Fig. 1: congestion heat map
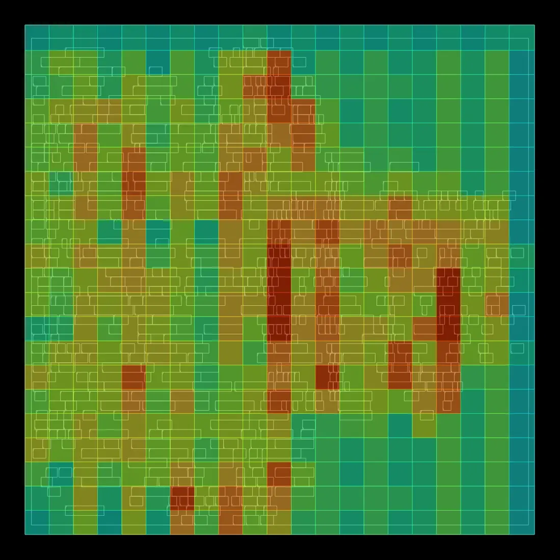
Fig. 2: register map, names as in the netlist
Other sequential cells in the stronger grey, the rest of the logic in the fainter grey.
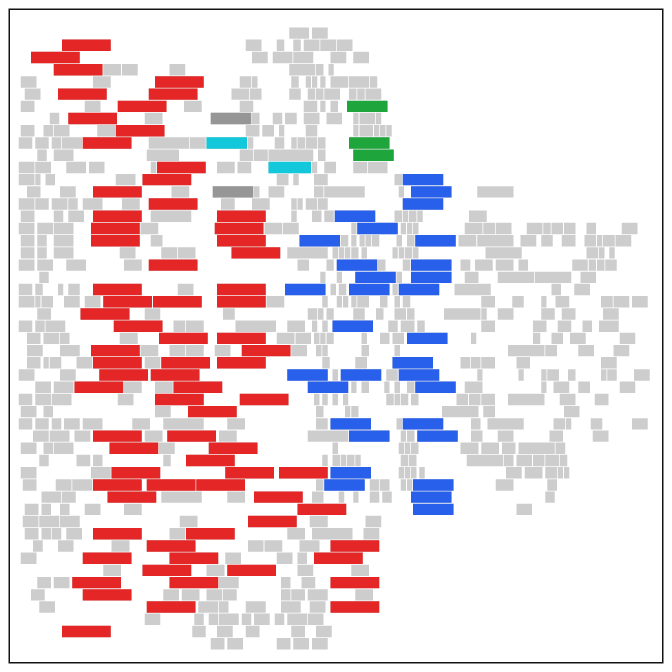
Fig. 3: pin placement
Pins as bars across the die edge, other pins in grey.
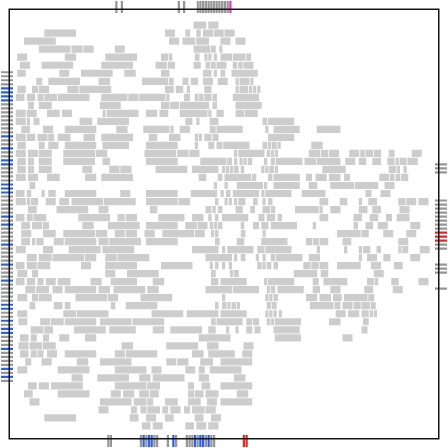
Fig. 4: met4 routing
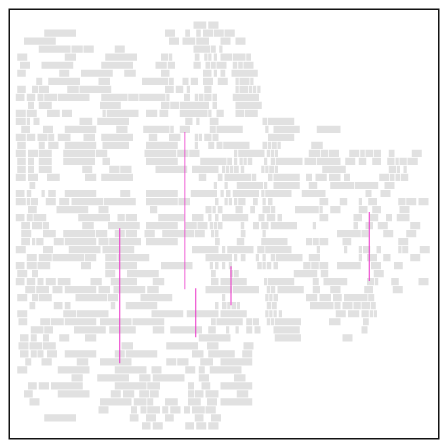
Fig. 5: clock wires, drivers and flops
Scale bar: 50 um.
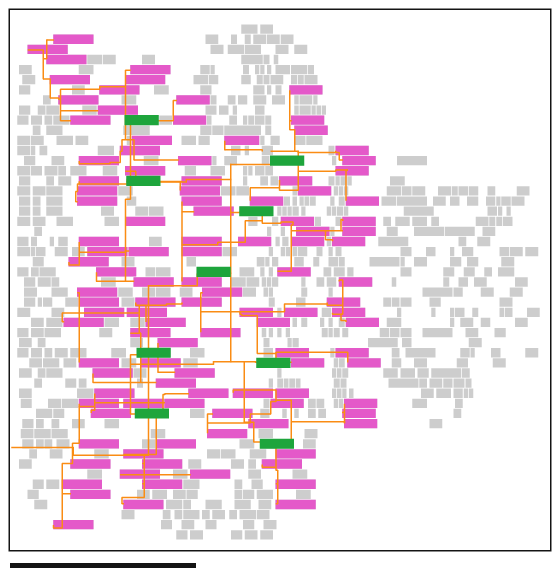
`src/rtl/regfile_wb_arbiter_pkg.sv`:
```
// regfile_pkg: shared constants and types for the register-file write-port
// arbiter. It defines the data width, the register count and address width,
// the register address type, and the write request record held in the
// mul/div result FIFO.
package regfile_pkg;
    localparam int WIDTH = 32;
    localparam int DEPTH = 32;
    localparam int AW    = $clog2(DEPTH);

    typedef logic [AW-1:0] reg_addr_t;

    typedef struct packed {
        logic             valid;
        reg_addr_t        rd;
        logic [WIDTH-1:0] data;
    } wb_req_t;
endpackage

```
`src/rtl/regfile_wb_arbiter_if.sv`:
```
// regfile_wb_arbiter_if: signals between the pipeline and the write-port arbiter.
//   wb_*      pipeline writeback (no backpressure)
//   md_*      mul/div issue and result handshake
//   dec_*     operands of the instruction in decode
//   outputs   md_ready, hazard_stall, wb_hold and the register file write port
// slave  = arbiter side, master = pipeline side.
interface regfile_wb_arbiter_if;
    import regfile_pkg::*;

    logic             wb_valid;
    reg_addr_t        wb_rd;
    logic [WIDTH-1:0] wb_data;
    logic             md_issue;
    reg_addr_t        md_issue_rd;
    logic             md_valid;
    reg_addr_t        md_rd;
    logic [WIDTH-1:0] md_data;
    logic             md_ready;
    reg_addr_t        dec_rs1;
    reg_addr_t        dec_rs2;
    reg_addr_t        dec_rd;
    logic             hazard_stall;
    logic             wb_hold;
    logic             regwrite;
    reg_addr_t        adr_wr_reg;
    logic [WIDTH-1:0] wr_data;

    modport slave (
        input  wb_valid, wb_rd, wb_data, md_issue, md_issue_rd,
               md_valid, md_rd, md_data, dec_rs1, dec_rs2, dec_rd,
        output md_ready, hazard_stall, wb_hold, regwrite, adr_wr_reg, wr_data
    );

    modport master (
        output wb_valid, wb_rd, wb_data, md_issue, md_issue_rd,
               md_valid, md_rd, md_data, dec_rs1, dec_rs2, dec_rd,
        input  md_ready, hazard_stall, wb_hold, regwrite, adr_wr_reg, wr_data
    );
endinterface

```
`src/rtl/regfile_wb_fifo.sv`:
```
// regfile_wb_fifo: synchronous FIFO of wb_req_t that buffers mul/div results.
//   clk, rst     clock, asynchronous active-high reset
//   push/push_data   write an entry (ignored when full)
//   pop          drop the head entry (ignored when empty)
//   head         current head entry, visible without popping
//   full, empty  occupancy flags
module regfile_wb_fifo
    import regfile_pkg::*;
#(
    parameter int N = 2
) (
    input  logic    clk,
    input  logic    rst,
    input  logic    push,
    input  wb_req_t push_data,
    input  logic    pop,
    output wb_req_t head,
    output logic    full,
    output logic    empty
);
    localparam int PW = $clog2(N);

    // The extra pointer bit tells full apart from empty when the indices match.
    logic [PW:0] wr_ptr, rd_ptr;
    wb_req_t     mem [N];

    logic do_push, do_pop;
    assign do_push = push && !full;
    assign do_pop  = pop && !empty;

    assign empty = (wr_ptr == rd_ptr);
    assign full  = (wr_ptr[PW] != rd_ptr[PW]) && (wr_ptr[PW-1:0] == rd_ptr[PW-1:0]);
    assign head  = mem[rd_ptr[PW-1:0]];

    always_ff @(posedge clk or posedge rst) begin
        if (rst) begin
            wr_ptr <= '0;
            rd_ptr <= '0;
        end else begin
            if (do_push) wr_ptr <= wr_ptr + 1'b1;
            if (do_pop)  rd_ptr <= rd_ptr + 1'b1;
        end
    end

    // Storage needs no reset; the pointers alone decide what is valid.
    always_ff @(posedge clk) begin
        if (do_push) mem[wr_ptr[PW-1:0]] <= push_data;
    end
endmodule

```
`src/rtl/regfile_wb_arbiter.sv`:
```
// regfile_wb_arbiter: shares the register file write port between pipeline
// writeback and buffered mul/div results. It also keeps a scoreboard of
// registers that still wait for a mul/div result, and detects when the
// FIFO is being starved by the pipeline.
//   clk, rst  clock, asynchronous active-high reset
//   bus       regfile_wb_arbiter_if.slave carrying all other signals
module regfile_wb_arbiter
    import regfile_pkg::*;
#(
    parameter int MD_BUF     = 2,
    parameter int STARVE_MAX = 4
) (
    input  logic                 clk,
    input  logic                 rst,
    regfile_wb_arbiter_if.slave  bus
);
    localparam int SW = $clog2(STARVE_MAX + 1);
    localparam logic [SW-1:0] STARVE_LIM = SW'(STARVE_MAX);

    wb_req_t          md_req, head;
    logic             full, empty, pipe_wr, pop, push, md_ready;
    logic [DEPTH-1:0] pending, pending_nxt;
    logic [SW-1:0]    starve_cnt;
    logic             regwrite;
    reg_addr_t        adr_wr_reg;
    logic [WIDTH-1:0] wr_data;

    // A pipeline write to x0 does not occupy the port.
    assign pipe_wr  = bus.wb_valid && (bus.wb_rd != '0);
    assign pop      = !rst && !empty && !pipe_wr;
    assign md_ready = !rst && !full;
    assign push     = bus.md_valid && md_ready;
    assign md_req   = '{valid: 1'b1, rd: bus.md_rd, data: bus.md_data};

    regfile_wb_fifo #(.N(MD_BUF)) u_fifo (
        .clk       (clk),
        .rst       (rst),
        .push      (push),
        .push_data (md_req),
        .pop       (pop),
        .head      (head),
        .full      (full),
        .empty     (empty)
    );

    // Priority write mux. Idle value is all-zero so the port is quiet in reset.
    always_comb begin
        regwrite   = 1'b0;
        adr_wr_reg = '0;
        wr_data    = '0;
        if (!rst) begin
            if (pipe_wr) begin
                regwrite   = 1'b1;
                adr_wr_reg = bus.wb_rd;
                wr_data    = bus.wb_data;
            end else if (pop && head.valid && (head.rd != '0)) begin
                regwrite   = 1'b1;
                adr_wr_reg = head.rd;
                wr_data    = head.data;
            end
        end
    end

    // The set is applied after the clear, so a same-cycle issue to the
    // register being retired leaves it pending.
    always_comb begin
        pending_nxt = pending;
        if (pop)
            pending_nxt[head.rd] = 1'b0;
        if (bus.md_issue && (bus.md_issue_rd != '0))
            pending_nxt[bus.md_issue_rd] = 1'b1;
        pending_nxt[0] = 1'b0;
    end

    always_ff @(posedge clk or posedge rst) begin
        if (rst) pending <= '0;
        else     pending <= pending_nxt;
    end

    // When the FIFO is non-empty and no pop happens, the pipeline owns the port.
    always_ff @(posedge clk or posedge rst) begin
        if (rst)
            starve_cnt <= '0;
        else if (empty || pop)
            starve_cnt <= '0;
        else if (pipe_wr && (starve_cnt != STARVE_LIM))
            starve_cnt <= starve_cnt + 1'b1;
    end

    assign bus.md_ready     = md_ready;
    assign bus.hazard_stall = pending[bus.dec_rs1] | pending[bus.dec_rs2] | pending[bus.dec_rd];
    assign bus.wb_hold      = (starve_cnt == STARVE_LIM);
    assign bus.regwrite     = regwrite;
    assign bus.adr_wr_reg   = adr_wr_reg;
    assign bus.wr_data      = wr_data;
endmodule
```
`src/flat_wrapper.sv`:
```
// flat-port wrapper written by rule: the top's interface ports become plain ports
module regfile_wb_arbiter_flat import regfile_pkg::*;
#(
    parameter int MD_BUF     = 2,
    parameter int STARVE_MAX = 4
)
  (clk, rst, bus_wb_valid, bus_wb_rd, bus_wb_data, bus_md_issue, bus_md_issue_rd, bus_md_valid, bus_md_rd, bus_md_data, bus_dec_rs1, bus_dec_rs2, bus_dec_rd, bus_md_ready, bus_hazard_stall, bus_wb_hold, bus_regwrite, bus_adr_wr_reg, bus_wr_data);
  regfile_wb_arbiter_if bus_i ();
  input  logic clk;
  input  logic rst;
  input wire logic [$bits(bus_i.wb_valid)-1:0] bus_wb_valid;
  input wire logic [$bits(bus_i.wb_rd)-1:0] bus_wb_rd;
  input wire logic [$bits(bus_i.wb_data)-1:0] bus_wb_data;
  input wire logic [$bits(bus_i.md_issue)-1:0] bus_md_issue;
  input wire logic [$bits(bus_i.md_issue_rd)-1:0] bus_md_issue_rd;
  input wire logic [$bits(bus_i.md_valid)-1:0] bus_md_valid;
  input wire logic [$bits(bus_i.md_rd)-1:0] bus_md_rd;
  input wire logic [$bits(bus_i.md_data)-1:0] bus_md_data;
  input wire logic [$bits(bus_i.dec_rs1)-1:0] bus_dec_rs1;
  input wire logic [$bits(bus_i.dec_rs2)-1:0] bus_dec_rs2;
  input wire logic [$bits(bus_i.dec_rd)-1:0] bus_dec_rd;
  output wire logic [$bits(bus_i.md_ready)-1:0] bus_md_ready;
  output wire logic [$bits(bus_i.hazard_stall)-1:0] bus_hazard_stall;
  output wire logic [$bits(bus_i.wb_hold)-1:0] bus_wb_hold;
  output wire logic [$bits(bus_i.regwrite)-1:0] bus_regwrite;
  output wire logic [$bits(bus_i.adr_wr_reg)-1:0] bus_adr_wr_reg;
  output wire logic [$bits(bus_i.wr_data)-1:0] bus_wr_data;
  assign bus_i.wb_valid = bus_wb_valid;
  assign bus_i.wb_rd = bus_wb_rd;
  assign bus_i.wb_data = bus_wb_data;
  assign bus_i.md_issue = bus_md_issue;
  assign bus_i.md_issue_rd = bus_md_issue_rd;
  assign bus_i.md_valid = bus_md_valid;
  assign bus_i.md_rd = bus_md_rd;
  assign bus_i.md_data = bus_md_data;
  assign bus_i.dec_rs1 = bus_dec_rs1;
  assign bus_i.dec_rs2 = bus_dec_rs2;
  assign bus_i.dec_rd = bus_dec_rd;
  assign bus_md_ready = bus_i.md_ready;
  assign bus_hazard_stall = bus_i.hazard_stall;
  assign bus_wb_hold = bus_i.wb_hold;
  assign bus_regwrite = bus_i.regwrite;
  assign bus_adr_wr_reg = bus_i.adr_wr_reg;
  assign bus_wr_data = bus_i.wr_data;
  regfile_wb_arbiter #(.MD_BUF(MD_BUF), .STARVE_MAX(STARVE_MAX)) u_core (.clk(clk), .rst(rst), .bus(bus_i));
endmodule
```
`config.mk`:
```
export PLATFORM = sky130hd
export DESIGN_NAME = regfile_wb_arbiter_flat
export DESIGN_NICKNAME = d
export VERILOG_FILES = /design/src/rtl/regfile_wb_arbiter_pkg.sv /design/src/rtl/regfile_wb_arbiter_if.sv /design/src/rtl/regfile_wb_fifo.sv /design/src/rtl/regfile_wb_arbiter.sv /design/src/flat_wrapper.sv
export SDC_FILE = /design/constraint.sdc
export NUM_CORES = 1
export LEC_CHECK = 0
export CAP_MARGIN = 15
export CORE_MARGIN = 1.5
export CORE_UTILIZATION = 30
export DETAILED_ROUTE_END_ITERATION = 16
export SYNTH_ARGS = -nofsm -noshare
export SYNTH_HDL_FRONTEND = slang
export SYNTH_SLANG_ARGS = --single-unit
```
`constraint.sdc`:
```
create_clock -name clk -period 4.3 [get_ports clk]
set_clock_uncertainty 0.2 [all_clocks]
set_input_delay 0.86 -clock clk [delete_from_list [all_inputs] [get_ports clk]]
set_output_delay 0.86 -clock clk [all_outputs]
set_load 0.01 [all_outputs]
```
==> results.yml <==
# implementation run metrics
run_status:
  status: "finished clean"
drt:
  ant_nets: 0
  wirelength_mm: 15.95
  first_iter_violations: 166
global_route:
  grt_max_degree: 41
  grt_use_total_pct: 15.21
  grt_pass1_vias: 4776
  use_met3_pct: 4.371
  grtUsageMet2_pct: 25.62
  grt_overflow: 0
yosys:
  syn_nets: 604
  yosysMostFrequentCell: "edfxtp_1"
  synth-edff-count: 74
  synthSimpleGateAreaFrac_pct: 14.06
  synth_cells: 503
  synthAoiAreaFrac_pct: 13.96
  synth_cell_types: 49
  logic_family: "multiplexers"
  common_cells: "edfxtp_1 (74), nand2_1 (72), mux2_2 (47)"
placed_design:
  place_area_um2: 7878
  port_buffers: 139
power_and_ir_drop:
  intPower_w: 0.002603
  irDropWorstVdd_v: 0.0002121
  p_per_area_nw_per_um2: 491.4
  p_comb_share_pct: 37.6
setup_path:
  rrSetupSlack_ps: 1750
  setup.worst_path.start_class: "primary input"
  r2r-start: "u_core.u_fifo.rd_ptr[0]"
  r2r-end: "u_core.u_fifo.mem[1][6]"
flow_run:
  cap_violations: 0
  warning_count: 27
layout:
  utilization_pct: 41.42
  nets: 756
timing:
  slew_headroom_pct: 56.52
  holdWs_ps: 290.0
clock_network:
  clk_pin_slew_ps: 70
  htree_levels: 3
floorplan:
  io-pin-count: 140
hold_path:
  hold_start: "u_core.u_fifo.wr_ptr[1]"
## Picture notes: Fig. 1
most used routing layer: met2
met1 Usage GRT: 19.03%

## Picture notes: Fig. 2
Cyan is `u_core.u_fifo.rd_ptr`, placed flops 2. Green is `u_core.starve_cnt`, placed flops 3. Blue is `u_core.pending`, placed flops 31. Red is `u_core.u_fifo.mem`, placed flops 74.
Another 2 sequential cells are not coloured.

## Picture notes: Fig. 3
Blue is `bus_wr_data`, pins 32, direction output, edge 24 left, 8 bottom. Red is `bus_md_issue_rd`, pins 5, direction input, edge 3 right, 2 bottom. Magenta is `bus_wb_hold`, pins 1, direction output, edge top.
All pins by edge: 78 left, 25 bottom, 20 right, 17 top.

## Picture notes: Fig. 4
The wires run mostly vertical. The layer carries 151 um of wire.

## Picture notes: Fig. 5
Green is clock drivers, count 9. Magenta is flip-flops, count 112. Orange is clock wires, length 1,240 um.
There are 10 routed clock nets.

==> cells in the final DEF, fill, tap and decap left out, types with 27 or more instances in the layout <==
master,n
buf_4,27
a22oi_2,29
dfrtp_1,37
mux2_2,47
dlygate4sd2_1,33
edfxtp_1,74
nand2_1,72
clkdlybuf4s50_1,100
nor2_2,30
o21ai_0,31
==> cells by family after synthesis <==
kind of cell             Yosys count
flip-flops                       112
buffers and inverters             35
multiplexers                      73
AND/OR/NAND/NOR                  173
AND-OR/OR-AND                    102
XOR/XNOR                           6
adder cells (fa/ha/maj)            2
==> what timing repair did <==
item / CTS / global route
endpoints found under the setup margin: 37 / 5
pin swaps: 0 / 1
setup buffers: 1 / 1
resized: 36 / 8
hold buffers: 0 / 0
gates cloned: 0 / 0
==> power groups by stage <==
stage               logic [W]  registers (W)  clock network, W
floorplan             0.00109        0.00161                 0
global placement      0.00150        0.00173                 0
detailed placement    0.00153        0.00176                 0
CTS                   0.00152        0.00173          0.000786
global route          0.00166        0.00178          0.000833
finish                0.00151        0.00173          0.000761
==> worst max-delay path, cell delays in order <==
cell and delay [ps]:
clkdlybuf4s50_1 420, or4_4 540, o21a_2 240, a2111oi_4 180
buf_4 190, buf_12 180, a22oi_2 90, nor2_2 110
dlygate4sd2_1 280
==> layout make-up <==
type	count	area, um2
well taps	265	331.6
repair buffers	168	1584
inverters	8	30.03
flip-flops and latches	112	3174
multi-input cells	356	2749
clock inverters	7	47.55
fillers	1949	11510
clock buffers	9	225.2
==> metal layers <==
metal  vias to the layer above  routed length, um  part of all wire (%)
met3                        13               1186                   7.4
met1                      2238               6971                    44
met4                         0                150                  0.94
met2                       134               7638                    48
met5                         -                  0                     0
li1                       2194                  -                     -
Power and IR drop assume default switching activity.
